==> src/rtl/imem_load_ctrl.sv <==
// Instruction-memory load controller: receives a length-prefixed byte image,
// writes little-endian words to instruction RAM, then serves range-checked fetches.
module imem_load_ctrl #(
  parameter int ADDR_WIDTH = 15
) (
  input  logic                  clk,
  input  logic                  rst,
  input  logic                  rx_valid,
  input  logic [7:0]            rx_data,
  output logic                  rx_ready,
  input  logic                  reload,
  input  logic                  fetch_req,
  input  logic [31:0]           fetch_pc,
  output logic                  fetch_grant,
  output logic                  fetch_fault,
  output logic                  mem_we,
  output logic [ADDR_WIDTH-1:0] mem_waddr,
  output logic [31:0]           mem_wdata,
  output logic [ADDR_WIDTH-1:0] mem_raddr,
  output logic                  core_hold,
  output logic                  load_done,
  output logic                  load_err
);

  typedef enum logic [2:0] {
    ST_HDR   = 3'd0,
    ST_DATA  = 3'd1,
    ST_DRAIN = 3'd2,
    ST_RUN   = 3'd3,
    ST_ERR   = 3'd4
  } state_t;

  localparam logic [31:0]         MAX_WORDS = 32'd1 << ADDR_WIDTH;
  localparam logic [ADDR_WIDTH:0] WCNT_ONE  = {{ADDR_WIDTH{1'b0}}, 1'b1};

  state_t                  state_r, next_state_s;
  logic [1:0]              byte_cnt_r;
  logic [23:0]             asm_r;
  logic [ADDR_WIDTH:0]     word_cnt_r;
  logic [ADDR_WIDTH:0]     last_idx_r;
  logic                    mem_we_r;
  logic [ADDR_WIDTH-1:0]   mem_waddr_r;
  logic [31:0]             mem_wdata_r;

  logic                    rx_ready_s;
  logic                    accept_s;
  logic                    word_last_s;
  logic [31:0]             word_s;
  logic                    run_s;
  logic                    fault_s;

  assign rx_ready_s  = (state_r == ST_HDR) || (state_r == ST_DATA);
  assign accept_s    = rx_valid && rx_ready_s;
  assign word_last_s = accept_s && (byte_cnt_r == 2'd3);
  assign word_s      = {rx_data, asm_r};
  assign run_s       = (state_r == ST_RUN);

  // State register
  always_ff @(posedge clk) begin
    if (rst) begin
      state_r <= ST_HDR;
    end else begin
      state_r <= next_state_s;
    end
  end

  // Next-state logic; the fetch path stays combinational because RAM read is asynchronous
  always_comb begin
    next_state_s = state_r;
    fault_s      = 1'b0;
    case (state_r)
      ST_HDR: begin
        if (word_last_s) begin
          if (word_s == 32'd0) begin
            next_state_s = ST_DRAIN;
          end else if (word_s > MAX_WORDS) begin
            next_state_s = ST_ERR;
          end else begin
            next_state_s = ST_DATA;
          end
        end else begin
          next_state_s = ST_HDR;
        end
      end
      ST_DATA: begin
        if (word_last_s && (word_cnt_r == last_idx_r)) begin
          next_state_s = ST_DRAIN;
        end else begin
          next_state_s = ST_DATA;
        end
      end
      ST_DRAIN: next_state_s = ST_RUN;
      ST_RUN: begin
        fault_s = fetch_req &&
                  ((fetch_pc[1:0] != 2'd0) || (fetch_pc[31:ADDR_WIDTH+2] != '0));
        if (reload) begin
          next_state_s = ST_HDR;
        end else begin
          next_state_s = ST_RUN;
        end
      end
      ST_ERR:  next_state_s = ST_ERR;
      default: next_state_s = ST_ERR;
    endcase
  end

  // Byte assembly, word counting and the registered RAM write port
  always_ff @(posedge clk) begin
    if (rst) begin
      byte_cnt_r  <= 2'd0;
      asm_r       <= 24'd0;
      word_cnt_r  <= '0;
      last_idx_r  <= '0;
      mem_we_r    <= 1'b0;
      mem_waddr_r <= '0;
      mem_wdata_r <= 32'd0;
    end else begin
      mem_we_r <= 1'b0;
      if (run_s && reload) begin
        byte_cnt_r <= 2'd0;
        asm_r      <= 24'd0;
        word_cnt_r <= '0;
      end else if (word_last_s) begin
        byte_cnt_r <= 2'd0;
        asm_r      <= 24'd0;
        if (state_r == ST_HDR) begin
          word_cnt_r <= '0;
          last_idx_r <= word_s[ADDR_WIDTH:0] - WCNT_ONE;
        end else begin
          mem_we_r    <= 1'b1;
          mem_waddr_r <= word_cnt_r[ADDR_WIDTH-1:0];
          mem_wdata_r <= word_s;
          word_cnt_r  <= word_cnt_r + WCNT_ONE;
        end
      end else if (accept_s) begin
        byte_cnt_r <= byte_cnt_r + 2'd1;
        case (byte_cnt_r)
          2'd0:    asm_r[7:0]   <= rx_data;
          2'd1:    asm_r[15:8]  <= rx_data;
          default: asm_r[23:16] <= rx_data;
        endcase
      end else begin
        byte_cnt_r <= byte_cnt_r;
      end
    end
  end

  assign rx_ready    = rx_ready_s;
  assign core_hold   = !run_s;
  assign load_done   = run_s;
  assign load_err    = (state_r == ST_ERR);
  assign fetch_fault = fault_s;
  assign fetch_grant = run_s && fetch_req && !fault_s;
  assign mem_raddr   = run_s ? fetch_pc[ADDR_WIDTH+1:2] : '0;
  assign mem_we      = mem_we_r;
  assign mem_waddr   = mem_waddr_r;
  assign mem_wdata   = mem_wdata_r;

endmodule

==> config.mk <==
export PLATFORM = sky130hd
export DESIGN_NAME = imem_load_ctrl
export DESIGN_NICKNAME = d
export VERILOG_FILES = /design/src/rtl/imem_load_ctrl.sv
export SDC_FILE = /design/constraint.sdc
export NUM_CORES = 1
export LEC_CHECK = 0
export CAP_MARGIN = 5
export CORE_ASPECT_RATIO = 0.6
export CORE_MARGIN = 4
export CORE_UTILIZATION = 53
export CTS_CLUSTER_DIAMETER = 40
export DETAILED_ROUTE_END_ITERATION = 16
export GPL_TIMING_DRIVEN = 0
export PLACE_DENSITY = 0.85
export SETUP_SLACK_MARGIN = 0.05
export SYNTH_ARGS = -nofsm -noshare
export SYNTH_HDL_FRONTEND = slang
export SYNTH_SLANG_ARGS = --single-unit
==> constraint.sdc <==
create_clock -name clk -period 3.46 [get_ports clk]
set_input_delay 1.038 -clock clk [delete_from_list [all_inputs] [get_ports clk]]
set_output_delay 1.038 -clock clk [all_outputs]
set_load 0.02 [all_outputs]
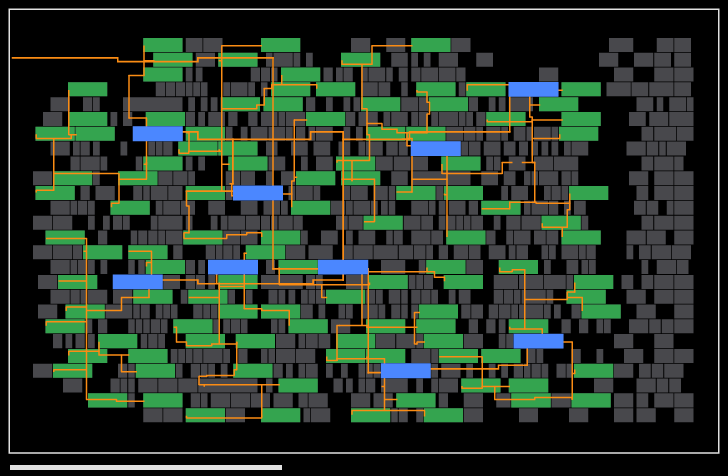
*Clock distribution, run 1*
Scale bar: 50 microns.
Key: green = flip-flops [count 109]; blue = clock-net drivers [count 9]; orange = clock wires [length 1250 microns]
There are 10 routed clock nets. Position of the flops: all over the die.
Clock group: 0.00122 W
clock network latency to the later pin of the worst-skew pair: 0.35 ns
clock share of power: 0.432
Worst Skew: 0.008604 ns

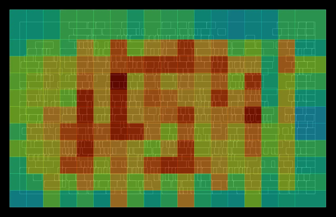
*Track usage over the die, run 1*
average wire length per cell after detail routing: 17.06 microns
met3 global-route usage: 0.08410

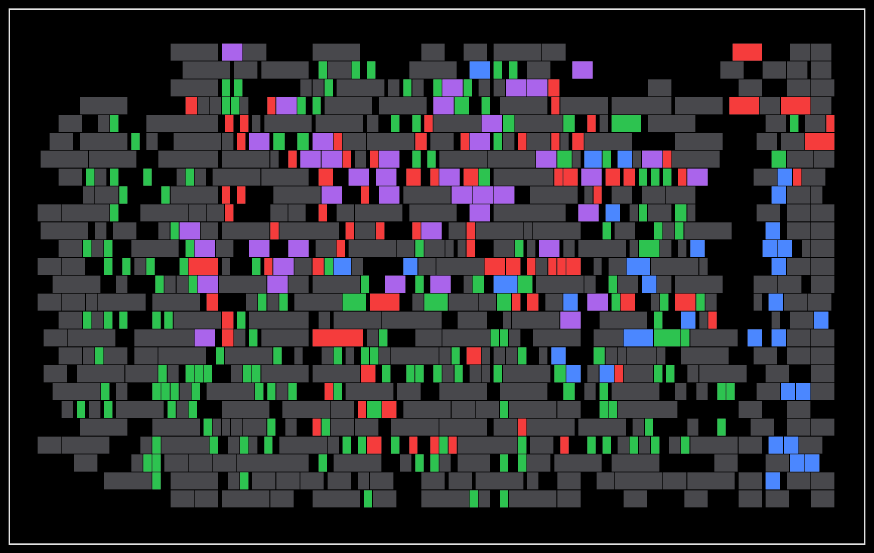
*Logic cells by family, run 1*
Key: blue = and/or cells [cells 33, most used and3_1]; red = nor cells [cells 79, most used nor2_1]; purple = xor and xnor cells [cells 42, most used xor2_1]; green = nand cells [cells 166, most used nand2_1, where all over the die]
most frequent logic cell in the layout: sky130_fd_sc_hd__nand2_1
fraction of area in multi-input gates: 0.3738

==> results.py, run 1 <==
# Synthesis and PnR figures
metrics = {
    "detailed_routing": {
        "remaining_number_of_nets_flagged_by_the_antenna_check_after_routing": 0,
        "remaining_drc_errors": 0,
        "routed-via-count": 4694,
        "wl_met2_microns": 5910,
    },
    "layout": {
        "clockNetworkAreaShare": 0.05641,
        "drive_gt1_frac": 0.06048,
        "fillerInstances": 625,
        "flop-count": 109,
        "area_growth_pct": 34.46,
    },
    "die": {
        "core_area_sq_mm": 0.008588,
        "fp.dieW_microns": 130.0,
        "taps": 112,
    },
    "final_timing": {
        "timing.max_slew.rel_slack": 0.4884,
        "max_clock_freq_mhz": 303.7,
        "max_slew.worst_pin.slew_ns": 0.7615,
        "final_hold_vio_count": 0,
        "hold_slack_ns": 0.4535,
    },
    "synth": {
        "ys_seq_frac": 0.4609,
        "synth.cellmix.adderShare": 0.01586,
        "syn_nets": 634,
        "synth.top_cells.by_area": "sky130_fd_sc_hd__dfxtp_1 (46%), sky130_fd_sc_hd__nand2_1 (11%), sky130_fd_sc_hd__a21oi_1 (7.0%)",
        "most_instantiated_cells_after_synthesis": "sky130_fd_sc_hd__nand2_1 (145), sky130_fd_sc_hd__dfxtp_1 (109), sky130_fd_sc_hd__a21oi_1 (66)",
        "synthDominantCellAreaShare": 0.4609,
        "ys_cells": 583,
        "xor_xnor_share_of_the_synthesized_area": 0.07770,
    },
    "run_status": {
        "outcome": "completed",
    },
    "clock_network": {
        "cts_hold_buffers": 0,
        "clock_tree.htree_level_count": 3,
    },
    "pwr": {
        "sequentialPowerShare": 0.463,
        "power.share.switching": 0.2355,
        "cellInternalPower_w": 0.002157,
    },
    "critical_path": {
        "critPathArrivalTime_ns": 2.26,
        "worstSetupPathDepth": 3,
        "rrSetupSlack_ns": 1.30,
    },
    "grt": {
        "globalRouteTotalUtil": 0.2706,
        "global_route.usage.met2": 0.4110,
    },
}
-- run 1: power groups by stage --
stage	Sequential [W]	Combinational, W	Clock, W
after global routing	0.00131	0.000325	0.00127
final	0.00131	0.000298	0.00122
after detailed placement	0.00133	0.000291	0
after floorplan	0.00133	0.000184	0
after global placement	0.00133	0.000281	0
after CTS	0.00130	0.000291	0.00122
-- run 1: stage by stage --
step | power [W] | worst slack, ns | util | instances
floorplan | 0.001510 | 0.5148 | - | 583
global placement | 0.001613 | -0.4717 | 0.6981 | 807
detailed placement | 0.001624 | -0.5718 | 0.6981 | 807
CTS | 0.002812 | 0.05455 | 0.7410 | 823
global route | 0.002904 | 0.07370 | 0.7413 | 823
finish | 0.002821 | 0.1670 | 0.7413 | 823
### Placed cells, one color a class, run 1

Scale bar: 50 microns.
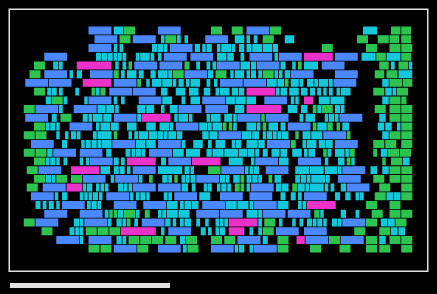

==> run 1 -> run 2 <==
- CORE_UTILIZATION: 53 -> 68
- DONT_BUFFER_PORTS: not set -> 1
- PLACE_DENSITY: 0.85 -> 0.84
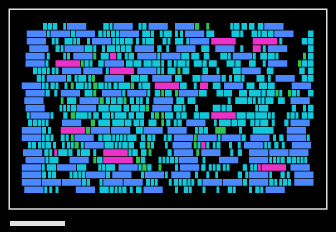
*Placed cells, one color a class, run 2*
Scale bar: 20 microns.
Key: green = remaining buffers and delay cells [cells 38]; cyan = remaining logic cells [cells 436]; blue = registers [cells 109]; magenta = clock drivers and dummy loads [cells 16]
Placement Rows: 23
final core utilization: 0.7660
core footprint: 0.006705 sq mm
Non-Filler Cell Area, Final: 0.005136 sq mm
flop share of the area: 0.4248

==> results.py, run 2 <==
# Synthesis and PnR figures
metrics = {
    "run_status": {
        "outcome": "completed",
    },
    "layout": {
        "mostFrequentLayoutCell": "sky130_fd_sc_hd__nand2_1",
        "final_cell_count_no_fill": 686,
        "drive_gt1_frac": 0.05676,
        "area_growth_pct": 8.483,
    },
    "final_timing": {
        "final_hold_vio_count": 0,
        "fin_ws_ns": 0.2731,
        "timing.max_slew.rel_slack": 0.5563,
        "max_clock_freq_mhz": 313.8,
        "hold_slack_ns": 0.4772,
        "max_slew.worst_pin.slew_ns": 0.6605,
        "clock-skew-final_ns": 0.005875,
    },
    "synth": {
        "ys_cells": 583,
        "xor_xnor_share_of_the_synthesized_area": 0.07770,
        "ys_seq_frac": 0.4609,
        "synthDominantCellAreaShare": 0.4609,
        "syn_nets": 634,
        "ys_types": 44,
        "enable_flop_cells": 0,
        "synth.cellmix.adderShare": 0.01586,
        "post-synth-top-count-cell": "sky130_fd_sc_hd__nand2_1",
        "most_instantiated_cells_after_synthesis": "sky130_fd_sc_hd__nand2_1 (145), sky130_fd_sc_hd__dfxtp_1 (109), sky130_fd_sc_hd__a21oi_1 (66)",
    },
    "pwr": {
        "clockPowerShare": 0.396,
        "sequentialPowerShare": 0.510,
        "power.share.switching": 0.2446,
        "design_power_total_w": 0.002561,
        "combinationalPower_w": 0.000239,
        "power_clock_w": 0.00101,
        "cellInternalPower_w": 0.001935,
        "top_power_group": "sequential cells",
    },
    "detailed_routing": {
        "remaining_drc_errors": 0,
        "routed-via-count": 4210,
        "remaining_number_of_nets_flagged_by_the_antenna_check_after_routing": 0,
        "routed_met1_length_microns": 5417,
        "drt-wirelength-per-cell_microns": 18.75,
    },
    "clock_network": {
        "post_cts_resized": 0,
        "cts_hold_buffers": 0,
        "worst_skew_pair.late_latency_ns": 0.35,
        "clk_path_buf_depth": 2,
        "clock_tree.htree_level_count": 3,
    },
    "placed_design": {
        "dp_cells": 670,
        "dp_slack_ns": 0.3782,
        "dp_hpwl_microns": 9568,
        "placement.io_buffers": 0,
    },
    "critical_path": {
        "critPathArrivalTime_ns": 2.15,
        "timing.critical_path.to_type": "output port",
    },
    "flow_run": {
        "max_capacitance_violation_count": 0,
        "openroad_warning_count": 29,
    },
    "grt": {
        "globalRouteTotalUtil": 0.3105,
    },
    "die": {
        "fp.dieW_microns": 115.7,
    },
}
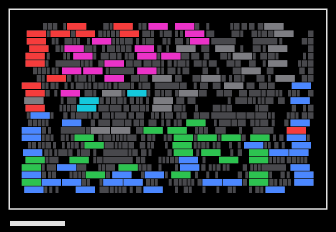
*Where the registers sit, run 2*
Scale bar: 20 microns.
Key: blue = mem_wdata [placed flops 32]; cyan = state_r [placed flops 3]; green = asm_r [placed flops 24]; red = mem_waddr [placed flops 15, where upper left]; magenta = word_cnt_r [placed flops 16]
Reg area: 0.002182 sq mm
power attributed to sequential cells: 0.00131 W

-- run 2: routing by layer --
layer	global-route usage	vias up
li1	-	1986
met1	0.4310	1973
met2	0.4840	229
met3	0.09114	22
met4	0.07336	0
met5	0	-
-- run 2: final timing paths --
check | cells after the start | to | slack, ns
max | 5 | fetch_fault | 0.27
min reg2reg | 2 | mem_wdata[23] | 0.48
max reg2reg | 6 | asm_r[15] | 1.17
min | 2 | mem_wdata[23] | 0.48
-- run 2: final cells by class --
class,count,area [sq um]
Multi-Input combinational cell,426,2352
Clock inverter,5,60.06
Tap cell,87,108.9
Clock buffer,11,232.7
Inverter,10,37.54
Fill cell,498,1569
Sequential cell,109,2182
Buffer,38,162.7
==> run 2 -> run 3 <==
- CORE_MARGIN: 4 -> 1.5
- SLEW_MARGIN: not set -> 20
==> results.py, run 3 <==
# Synthesis and PnR figures
metrics = {
    "run_status": {
        "outcome": "completed",
    },
    "placed_design": {
        "dp_hpwl_microns": 9057,
        "placement.io_buffers": 0,
        "dp_cells": 670,
    },
    "layout": {
        "mostFrequentLayoutCell": "sky130_fd_sc_hd__nand2_1",
        "non_clock_buffer_count": 38,
        "logic_area_sq_mm": 0.002352,
        "drive_gt1_frac": 0.05843,
        "flop-count": 109,
        "num-multi-input-gates": 426,
        "clockNetworkAreaShare": 0.05470,
        "seqAreaFraction": 0.4259,
        "non_clock_inverter_count": 10,
        "fin_util": 0.7641,
        "finalInstanceArea_sq_mm": 0.005124,
        "fillerInstances": 510,
    },
    "clock_network": {
        "clock_tree.htree_level_count": 3,
        "worst_skew_pair.late_latency_ns": 0.35,
        "post_cts_resized": 0,
        "cts_hold_buffers": 0,
    },
    "synth": {
        "syn_nets": 634,
        "ys_cells": 583,
        "most_instantiated_cells_after_synthesis": "sky130_fd_sc_hd__nand2_1 (145), sky130_fd_sc_hd__dfxtp_1 (109), sky130_fd_sc_hd__a21oi_1 (66)",
        "post-synth-top-count-cell": "sky130_fd_sc_hd__nand2_1",
    },
    "detailed_routing": {
        "remaining_number_of_nets_flagged_by_the_antenna_check_after_routing": 0,
        "routed-via-count": 4178,
    },
    "worst_hold_path": {
        "hold_path_end": "mem_wdata[22]",
        "hold-path-cell-count": 2,
    },
    "critical_path": {
        "critPathArrivalTime_ns": 2.15,
        "worstSetupPathDepth": 5,
        "timing.critical_path.to": "fetch_fault",
        "rr_worst_depth": 6,
        "rrSetupSlack_ns": 1.19,
    },
    "flow_run": {
        "max_capacitance_violation_count": 0,
    },
    "final_timing": {
        "final_hold_vio_count": 0,
        "hold_slack_ns": 0.4782,
    },
    "die": {
        "fp.dieW_microns": 110.7,
    },
    "pwr": {
        "design_power_total_w": 0.002514,
    },
}
==> run 3: metal layers <==
layer / global-route usage / up-vias / part of all wire
li1: - / 1999 / -
met3: 0.09425 / 19 / 0.11
met4: 0.07853 / 0 / 0.0094
met2: 0.4954 / 208 / 0.42
met1: 0.4646 / 1952 / 0.46
met5: 0 / - / 0
==> run 3: logic make-up after synthesis <==
| group | after synthesis | synth area share |
|---|---|---|
| xor+xnor | 42 | 0.07769 |
| flops | 109 | 0.4609 |
| compound gates | 92 | 0.1115 |
| simple gates | 278 | 0.2748 |
| mux | 8 | 0.01691 |
| buf+inv | 48 | 0.04228 |
| fa+ha+maj | 6 | 0.01586 |
==> run 3: where the power goes <==
part	internal [W]	switching, W
combinational	0.0000927	0.000145
sequential	0.00128	0.0000283
clock	0.000502	0.000470
total	0.00187	0.000643
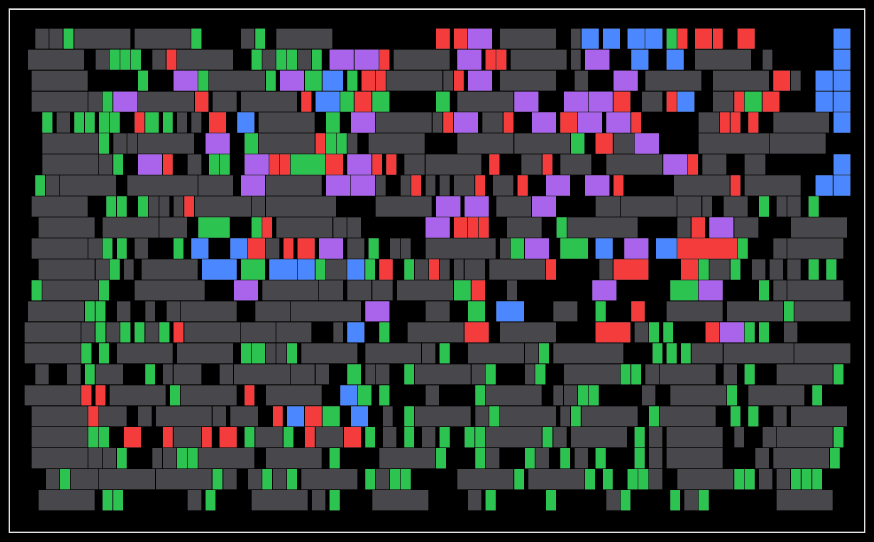
*Logic cells by family, run 3*
fraction of area in multi-input gates: 0.4591
number of non-filler instances in the completed layout: 686

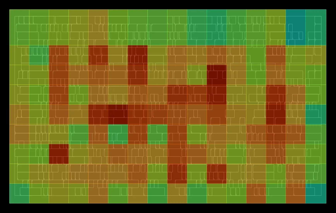
*Track usage over the die, run 3*
average wire length per cell after detail routing: 17.55 microns
met2 GRT Util: 0.4954

No activity file was given, so power comes from the tool's default toggle rates.
